Figure 1. The metal 2 layer (run 1).
(6 px per um)
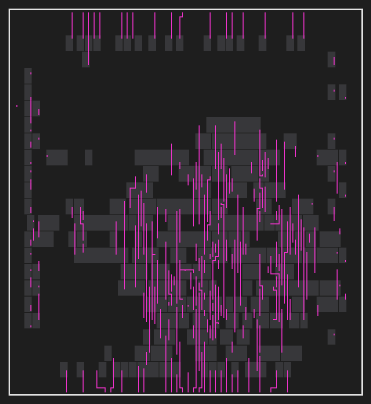
Figure 2. Clock wiring as the flow saved it (run 1).
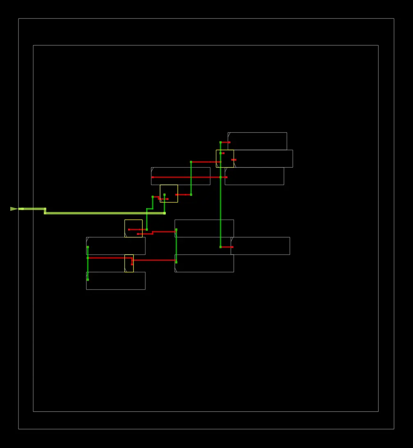
Figure 3. Cells colored by class (run 1).
(6 px per um) Fill, decap, tap and diode cells in gray.
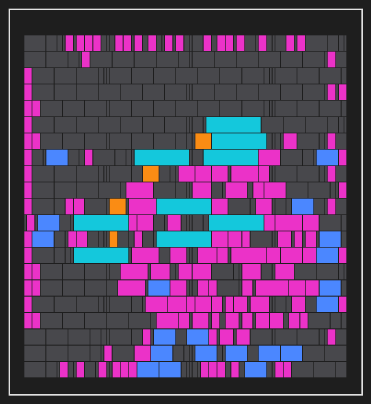
### config.mk
export PLATFORM = sky130hd
export DESIGN_NAME = multicycle_sequencer
export DESIGN_NICKNAME = d
export VERILOG_FILES = /design/src/rtl/ctrl_pkg.sv /design/src/rtl/mem_wait_timer.sv /design/src/rtl/multicycle_sequencer.sv
export SDC_FILE = /design/constraint.sdc
export NUM_CORES = 1
export LEC_CHECK = 0
export CORE_ASPECT_RATIO = 1.1
export CORE_MARGIN = 2
export CORE_UTILIZATION = 40
export CTS_CLUSTER_SIZE = 25
export DETAILED_ROUTE_END_ITERATION = 10
export PLACE_DENSITY = 0.86
export SYNTH_ARGS = -nofsm -noshare
export SYNTH_HDL_FRONTEND = slang
export SYNTH_SLANG_ARGS = --single-unit
### constraint.sdc
create_clock -name clk -period 5.11 [get_ports clk]
set_input_delay 1.022 -clock clk [delete_from_list [all_inputs] [get_ports clk]]
set_output_delay 1.022 -clock clk [all_outputs]
set_load 0.02 [all_outputs]
### src/rtl/ctrl_pkg.sv
// Shared types and constants for the multi-cycle CPU control sequencer.
// Holds the sequencer state encoding, the 2-bit opcode values and a small
// helper that identifies the states waiting on the memory handshake.
package ctrl_pkg;

    // Sequencer states; ERROR is terminal until reset.
    typedef enum logic [2:0] {
        IDLE   = 3'd0,
        FETCH  = 3'd1,
        DECODE = 3'd2,
        EXEC   = 3'd3,
        MEM    = 3'd4,
        WB     = 3'd5,
        ERROR  = 3'd6
    } state_e;

    localparam logic [1:0] OP_RTYPE  = 2'b00;
    localparam logic [1:0] OP_LOAD   = 2'b01;
    localparam logic [1:0] OP_STORE  = 2'b10;
    localparam logic [1:0] OP_BRANCH = 2'b11;

    // True in the states that hold a memory request open until mem_ready.
    function automatic logic is_mem_wait_state(input state_e s);
        return (s == FETCH) || (s == MEM);
    endfunction

endpackage

### src/rtl/mem_wait_timer.sv
// Memory wait timer: counts consecutive cycles a memory request has been
// outstanding without mem_ready and flags a timeout on the last allowed
// wait cycle, so the sequencer can enter ERROR on the following edge.
// A ready in the same cycle always suppresses the timeout.
module mem_wait_timer #(
    parameter int MEM_TIMEOUT = 16
) (
    input  logic clk,
    input  logic reset,
    input  logic active_i,
    input  logic ready_i,
    input  logic clear_i,
    output logic timeout_o
);

    localparam int W = (MEM_TIMEOUT > 1) ? $clog2(MEM_TIMEOUT) : 1;
    localparam logic [W-1:0] LIMIT = W'(MEM_TIMEOUT - 1);

    logic [W-1:0] wait_cnt_q;
    logic [W-1:0] wait_cnt_d;
    logic         waiting_s;

    assign waiting_s = active_i && !ready_i;
    assign timeout_o = waiting_s && (wait_cnt_q == LIMIT);

    // Next count: grow while waiting, restart on ready, idle or state change.
    always_comb begin
        wait_cnt_d = wait_cnt_q;
        if (!waiting_s || clear_i) begin
            wait_cnt_d = {W{1'b0}};
        end else if (wait_cnt_q != LIMIT) begin
            wait_cnt_d = wait_cnt_q + W'(1);
        end else begin
            wait_cnt_d = wait_cnt_q;
        end
    end

    // Wait counter register.
    always_ff @(posedge clk or posedge reset) begin
        if (reset) begin
            wait_cnt_q <= {W{1'b0}};
        end else begin
            wait_cnt_q <= wait_cnt_d;
        end
    end

endmodule

### src/rtl/multicycle_sequencer.sv
// Multi-cycle control FSM for the 2-bit-opcode CPU. Sequences the shared
// ALU/memory datapath through FETCH/DECODE/EXEC/MEM/WB with a memory ready
// handshake and a sticky timeout error. Outputs are a Moore decode of the
// state and latched opcode; in FETCH/MEM the handshake-qualified enables
// are additionally gated by mem_ready (and pc_write by zero in EXEC).
// Optional build macro: MCS_PERF_CNT_EN adds saturating instruction and
// busy-cycle counters; without it both counter outputs are tied to zero.
module multicycle_sequencer
    import ctrl_pkg::*;
#(
    parameter int MEM_TIMEOUT = 16,
    parameter int CNT_W       = 32
) (
    input  logic             clk,
    input  logic             reset,
    input  logic             run,
    input  logic [1:0]       op,
    input  logic             zero,
    input  logic             mem_ready,
    output logic             pc_write,
    output logic             pc_src,
    output logic             ir_write,
    output logic             iord,
    output logic             mem_read,
    output logic             mem_write,
    output logic             alu_src,
    output logic             alu_op,
    output logic             reg_dst,
    output logic             reg_write,
    output logic             mem_to_reg,
    output logic             busy,
    output logic             instr_done,
    output logic             err,
    output logic [CNT_W-1:0] instr_count,
    output logic [CNT_W-1:0] cycle_count
);

    state_e     state_q;
    state_e     state_d;
    logic [1:0] op_q;
    logic [1:0] op_d;
    logic       timeout_s;
    logic       end_instr_s;

    mem_wait_timer #(
        .MEM_TIMEOUT (MEM_TIMEOUT)
    ) u_mem_wait_timer (
        .clk       (clk),
        .reset     (reset),
        .active_i  (is_mem_wait_state(state_q)),
        .ready_i   (mem_ready),
        .clear_i   (state_d != state_q),
        .timeout_o (timeout_s)
    );

    // State and latched opcode registers.
    always_ff @(posedge clk or posedge reset) begin
        if (reset) begin
            state_q <= IDLE;
            op_q    <= OP_RTYPE;
        end else begin
            state_q <= state_d;
            op_q    <= op_d;
        end
    end

    // Next-state logic and Moore output decode with handshake gating.
    always_comb begin
        state_d     = state_q;
        op_d        = op_q;
        end_instr_s = 1'b0;
        pc_write    = 1'b0;
        pc_src      = 1'b0;
        ir_write    = 1'b0;
        iord        = 1'b0;
        mem_read    = 1'b0;
        mem_write   = 1'b0;
        alu_src     = 1'b0;
        alu_op      = 1'b0;
        reg_dst     = 1'b0;
        reg_write   = 1'b0;
        mem_to_reg  = 1'b0;
        busy        = 1'b0;
        instr_done  = 1'b0;
        err         = 1'b0;

        case (state_q)
            IDLE: begin
                if (run) begin
                    state_d = FETCH;
                end else begin
                    state_d = IDLE;
                end
            end
            FETCH: begin
                busy     = 1'b1;
                mem_read = 1'b1;
                iord     = 1'b0;
                if (mem_ready) begin
                    ir_write = 1'b1;
                    pc_write = 1'b1;
                    pc_src   = 1'b0;
                    state_d  = DECODE;
                end else if (timeout_s) begin
                    state_d = ERROR;
                end else begin
                    state_d = FETCH;
                end
            end
            DECODE: begin
                busy    = 1'b1;
                op_d    = op;
                state_d = EXEC;
            end
            EXEC: begin
                busy = 1'b1;
                case (op_q)
                    OP_RTYPE: begin
                        alu_op  = 1'b1;
                        state_d = WB;
                    end
                    OP_LOAD, OP_STORE: begin
                        alu_src = 1'b1;
                        state_d = MEM;
                    end
                    OP_BRANCH: begin
                        pc_src      = 1'b1;
                        pc_write    = zero;
                        instr_done  = 1'b1;
                        end_instr_s = 1'b1;
                    end
                    default: begin
                        state_d = IDLE;
                    end
                endcase
            end
            MEM: begin
                busy = 1'b1;
                case (op_q)
                    OP_LOAD: begin
                        mem_read = 1'b1;
                        iord     = 1'b1;
                        if (mem_ready) begin
                            state_d = WB;
                        end else if (timeout_s) begin
                            state_d = ERROR;
                        end else begin
                            state_d = MEM;
                        end
                    end
                    OP_STORE: begin
                        mem_write = 1'b1;
                        iord      = 1'b1;
                        if (mem_ready) begin
                            instr_done  = 1'b1;
                            end_instr_s = 1'b1;
                        end else if (timeout_s) begin
                            state_d = ERROR;
                        end else begin
                            state_d = MEM;
                        end
                    end
                    default: begin
                        // R-type and branch never reach MEM; recover to IDLE.
                        state_d = IDLE;
                    end
                endcase
            end
            WB: begin
                busy        = 1'b1;
                reg_write   = 1'b1;
                instr_done  = 1'b1;
                end_instr_s = 1'b1;
                if (op_q == OP_LOAD) begin
                    reg_dst    = 1'b0;
                    mem_to_reg = 1'b1;
                end else begin
                    reg_dst    = 1'b1;
                    mem_to_reg = 1'b0;
                end
            end
            ERROR: begin
                err     = 1'b1;
                state_d = ERROR;
            end
            default: begin
                state_d = IDLE;
            end
        endcase

        // run is only sampled at an instruction boundary, so a drop of run
        // mid-instruction lets the current instruction retire first.
        if (end_instr_s) begin
            if (run) begin
                state_d = FETCH;
            end else begin
                state_d = IDLE;
            end
        end else begin
            state_d = state_d;
        end
    end

`ifdef MCS_PERF_CNT_EN
    localparam logic [CNT_W-1:0] CNT_MAX = {CNT_W{1'b1}};

    logic [CNT_W-1:0] instr_count_q;
    logic [CNT_W-1:0] instr_count_d;
    logic [CNT_W-1:0] cycle_count_q;
    logic [CNT_W-1:0] cycle_count_d;

    // Saturating increments of the retired-instruction and busy-cycle counts.
    always_comb begin
        instr_count_d = instr_count_q;
        cycle_count_d = cycle_count_q;
        if (instr_done && (instr_count_q != CNT_MAX)) begin
            instr_count_d = instr_count_q + CNT_W'(1);
        end else begin
            instr_count_d = instr_count_q;
        end
        if (busy && (cycle_count_q != CNT_MAX)) begin
            cycle_count_d = cycle_count_q + CNT_W'(1);
        end else begin
            cycle_count_d = cycle_count_q;
        end
    end

    // Performance counter registers.
    always_ff @(posedge clk or posedge reset) begin
        if (reset) begin
            instr_count_q <= {CNT_W{1'b0}};
            cycle_count_q <= {CNT_W{1'b0}};
        end else begin
            instr_count_q <= instr_count_d;
            cycle_count_q <= cycle_count_d;
        end
    end

    assign instr_count = instr_count_q;
    assign cycle_count = cycle_count_q;
`else
    assign instr_count = {CNT_W{1'b0}};
    assign cycle_count = {CNT_W{1'b0}};
`endif

endmodule
==> metrics.csv, run 1 <==
metric,value,unit
outcome,"complete, no violations",
Port-buffer cells,20,
DRC errors left,0,
clk_skew,0.00223,ns
critical path peak fanout,10,
Yosys chip area,1310,um^2
Clock Pin Slew Worst Setup and Hold Paths,0.06,ns
CP arrival,2.85,ns
GPL Wtd Cong,0.885,
DR WL met2,988,um
largest net degree at the start of global routing,24,
max cap viols,0,
Synth Flop Type,dfrtp_1,
"Registers, synthesis",9,
Gate Area,783,um^2
"Distinct cells, synth",43,
metal3 WL,181,um
"Setup Fix Bufs, Post-CTS",0,
DIE AREA,3750,um^2
Tcrit/Tclk final,75.7,%
-- Figure 1 (at the start) --
166 nets have wire on it. The longest straight run is 18.9 um.
final wirelength: 2060 um
grt met2 use: 16.6%
Via Count: 913

-- Figure 2 (at the start) --
clock buffers: 4
total clock sinks: 9
clk pwr: 52.4 uW

-- Figure 3 (at the start) --
Cyan marks sequential cells, cells 9. Magenta marks combinational and other logic, cells 142. Blue marks remaining buffers and delay cells, cells 20. Orange marks clock drivers and dummy loads, cells 4.
Seq/total area: 17.4%
cell area after layout: 1300 um^2
num rows: 21
fin util: 42.2%

[run 1: layout make-up]
class	instances	area share [%]
multi-input combinational	137	60.4
timing repair buffer	20	15.4
clock buffer	4	2.03
inverter	5	1.45
sequential	9	17.4
tap	34	3.28
[run 1: state kept, by name (all words and copies together) (netlist names)]
register / flops
u_mem_wait_timer.wait_cnt_q: 4
op_q: 2
state_q: 3
[run 1: metal layers]
layer / vias up / global-route usage (%)
li1: 446 / -
met1: 419 / 14.2
met2: 48 / 16.6
met3: 0 / 3.04
met4: 0 / 2.62
met5: - / 0
[run 1: cell usage after synthesis (3+ instances only)]
cell      instances  area (um^2)
buf_2             4         20.0
and4b_1           3         30.0
a211oi_1          6         45.0
and2_1            3         18.8
nor2b_1           5         31.3
a21oi_1           3         15.0
dfrtp_1           9          225
nand3_1           3         15.0
ha_1              6         75.1
buf_4            64          480
o21ai_0           5         25.0
inv_1             5         18.8
nor2_1            3         11.3
nand2_1           5         18.8
[run 1: kinds of logic after synthesis]
kind of cell | count (synthesis) | share of synthesized area, %
buffers and inverters | 76 | 41.1
and+or+nand+nor | 37 | 17.9
AOI/OAI and AO/OA | 27 | 15.7
DFF | 9 | 17.2
adders and majority gates | 6 | 5.73
muxes | 2 | 1.53
other | 1 | 0.286
xor gates and xnor gates | 1 | 0.669
[run 1: through the flow]
step / util, % / std cells / cell area [um^2]
detailed placement: 41.3 / 205 / 1270
CTS: 42.2 / 209 / 1300
global route: 42.2 / 209 / 1300
global placement: 41.3 / 205 / 1270
floorplan: - / 222 / 1550
finish: 42.2 / 209 / 1300
[run 1: path summary, 6_finish.rpt]
| kind | startpoint | endpoint | slack, ns | cells past startpoint |
|---|---|---|---|---|
| max in group asynchronous | reset | state_q[2] | 3.83 | 2 |
| hold reg to reg | u_mem_wait_timer.wait_cnt_q[0] | u_mem_wait_timer.wait_cnt_q[0] | 0.61 | 2 |
| setup reg to reg | op_q[0] | u_mem_wait_timer.wait_cnt_q[1] | 3.15 | 6 |
| setup / recovery | mem_ready | pc_write | 1.24 | 5 |
| min in group asynchronous | reset | op_q[0] | 1.03 | 2 |
| hold / removal | u_mem_wait_timer.wait_cnt_q[0] | u_mem_wait_timer.wait_cnt_q[0] | 0.61 | 2 |
[run 1: cells in the final DEF, fill, tap and decap left out, drive strengths merged, types with 4 or more instances in the layout]
cell	netlist	routed
conb	1	64
clkdlybuf4s50	0	20
dfrtp	9	9
a211oi	6	6
ha	6	6
inv	5	5
nand2	5	5
nor2b	5	5
o21ai	5	5
clkbuf	2	4
[run 1: critical path, stage by stage]
cell,delay [ns]
clkdlybuf4s50_1,0.66
inv_1,0.12
nor3_1,0.33
a21o_1,0.12
clkdlybuf4s50_1,0.59
[run 1: power by group]
part,internal (uW),switching (uW)
clock network,29.9,22.5
logic,168,216
registers,94.3,63.2
Figure 4. Clock network drawn from the DEF (run 1).
(10 px per um)
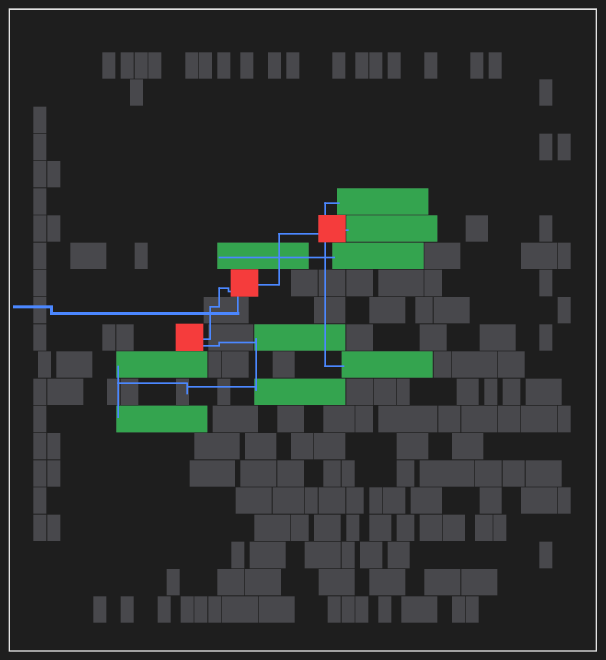

==> run 2, diff against run 1 <==
--- a/config.mk
+++ b/config.mk
@@ -7,10 +7,10 @@
 export LEC_CHECK = 0
 export CORE_ASPECT_RATIO = 1.1
 export CORE_MARGIN = 2
-export CORE_UTILIZATION = 40
+export CORE_UTILIZATION = 33
 export CTS_CLUSTER_SIZE = 25
 export DETAILED_ROUTE_END_ITERATION = 10
-export PLACE_DENSITY = 0.86
+export PLACE_DENSITY = 0.75
 export SYNTH_ARGS = -nofsm -noshare
 export SYNTH_HDL_FRONTEND = slang
 export SYNTH_SLANG_ARGS = --single-unit
==> constraint.sdc (replaced) <==
create_clock -name clk -period 3.4 [get_ports clk]
set_input_delay 0.68 -clock clk [delete_from_list [all_inputs] [get_ports clk]]
set_output_delay 0.68 -clock clk [all_outputs]
set_load 0.02 [all_outputs]
Figure 5. Clock network drawn from the DEF (run 2).
(8 px per um)
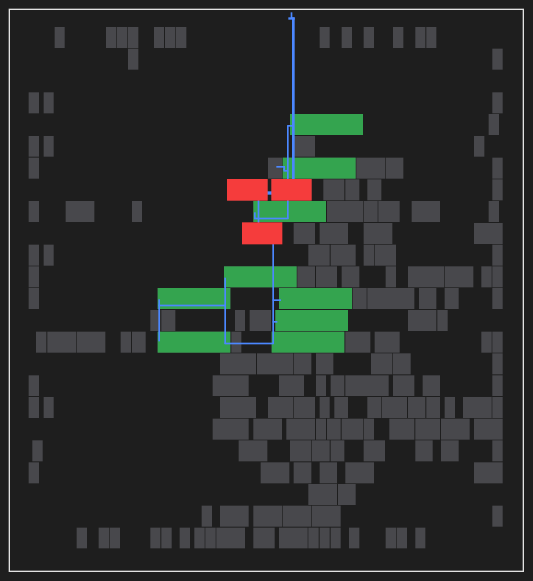
Blue marks clock wires, length 102 um. Green marks flip-flops, count 9. Red marks clock drivers, count 3.
Position of the flops: center. There are 4 routed clock nets.
part of the power in the clock network: 12.6%
clk ins delay skew pair: 0.23 ns
clk pwr: 118 uW
clk_skew: 0.00565 ns

==> run 2 against run 1 <==
Hold slack got worse by 0.0072 ns. Critical endpoint unchanged. Critical path type unchanged. Clock skew grew 0.0034 ns. Cell area increased by 3.9%. Clock power increased by 130%.
==> metrics.csv, run 2 <==
metric,value,unit,change
final wirelength,2060,um,about the same
"Setup Fix Bufs, Post-CTS",0,,unchanged
CP arrival,2.24,ns,-0.61 ns
Port-buffer cells,20,,unchanged
outcome,"complete, no violations",,
most numerous logic cells after layout,"conb_1 (64), clkdlybuf4s50_1 (20), dfrtp_1 (9)",,
Finished Layout Cells,228,,+9.1%
Top cell excl fill/tap,conb_1,,
CP dominant cell by count,clkdlybuf4s50_1,,
RR Startpoint,op_q[0],,
Worst R2R Path Depth,6,,unchanged
CP max-delay cell,clkdlybuf4s50_1,,
"area leader, netlist",buf_4,,
critical path peak fanout,3,,-7
Yosys chip area,1310,um^2,unchanged
Hold EP,u_mem_wait_timer.wait_cnt_q[0],,
largest net degree at the start of global routing,24,,unchanged
GPL Wtd Cong,0.845,,-4.5%
hold path start,u_mem_wait_timer.wait_cnt_q[0],,
Worst R2R Setup Slack,1.41,ns,-1.74 ns
num rows,24,,+14%
Clock Pin Slew Worst Setup and Hold Paths,0.05,ns,about the same
DRC errors left,0,,unchanged
largest reg by FF count,u_mem_wait_timer.wait_cnt_q,,
Largest register FFs,4,,unchanged
CP peak stage delay,0.59,ns,-0.07 ns
Hold Path Depth,2,,unchanged
"Distinct cells, synth",43,,unchanged
Synth top cell by count,buf_4,,
run 2: cell count changes in the layout (fill, tap and decap cells not counted):
cell      delta
clkinv_2     +1
buf_4        +1
clkbuf_4     -3
clkbuf_8     +3
clkbuf_1     -1
run 2: cell families (layout without fill, tap and decap cells):
kind of cell / Yosys count / count (layout) / synth area share (%)
compound gates: 27 / 27 / 15.7
other cells: 1 / 64 / 0.286
buf+inv: 76 / 30 / 41.1
fa+ha+maj: 6 / 6 / 5.73
mux: 2 / 2 / 1.53
xor+xnor: 1 / 1 / 0.669
flops: 9 / 9 / 17.2
simple gates: 37 / 37 / 17.9
run 2: critical path: cells and delay by family:
family,cells,cell delay [ns]
AOI/OAI and AO/OA,1,0.12
and+or+nand+nor,1,0.29
buffers and inverters,3,1.15
run 2: worst max-delay path by stage:
stage                     slack [ns]        to       from
after floorplan                 1.00  pc_write  mem_ready
after global placement          0.47  pc_write  mem_ready
after detailed placement        0.45  pc_write  mem_ready
after CTS                       0.45  pc_write  mem_ready
after global routing            0.38  pc_write  mem_ready
final                           0.48  pc_write  mem_ready
run 2: stage by stage:
stage / total power (uW) / cell area [um^2] / hold WS [ns] / util [%]
CTS: 936 / 1350 / 0.608 / 34.8
detailed placement: 815 / 1300 / 0.597 / 33.6
finish: 937 / 1350 / 0.606 / 34.8
global placement: 805 / 1300 / 0.588 / 33.6
global route: 1020 / 1350 / 0.643 / 34.8
floorplan: 720 / 1550 / 0.508 / -
run 2: cell type report:
type / count / area, um^2
clock buffer: 3 / 41.3
fill: 420 / 2530
timing repair buffer: 21 / 208
inverter: 5 / 18.8
sequential: 9 / 225
tap: 52 / 65.1
multi-input combinational: 137 / 783
clock inverter: 1 / 5.00
run 2: per-layer routing:
metal	vias up	part of all wire (%)	global-route usage [%]
met5	-	0	0
met2	51	48	14.1
met4	0	1.6	2.90
li1	444	-	-
met1	412	42	10.6
met3	4	7.8	1.29
run 2: report_power, final:
part,total (uW),internal [uW],switching (uW)
logic,581,253,328
registers,238,142,95.6
clock network,118,79.5,38.2
No activity file was given, so power comes from the tool's default toggle rates.
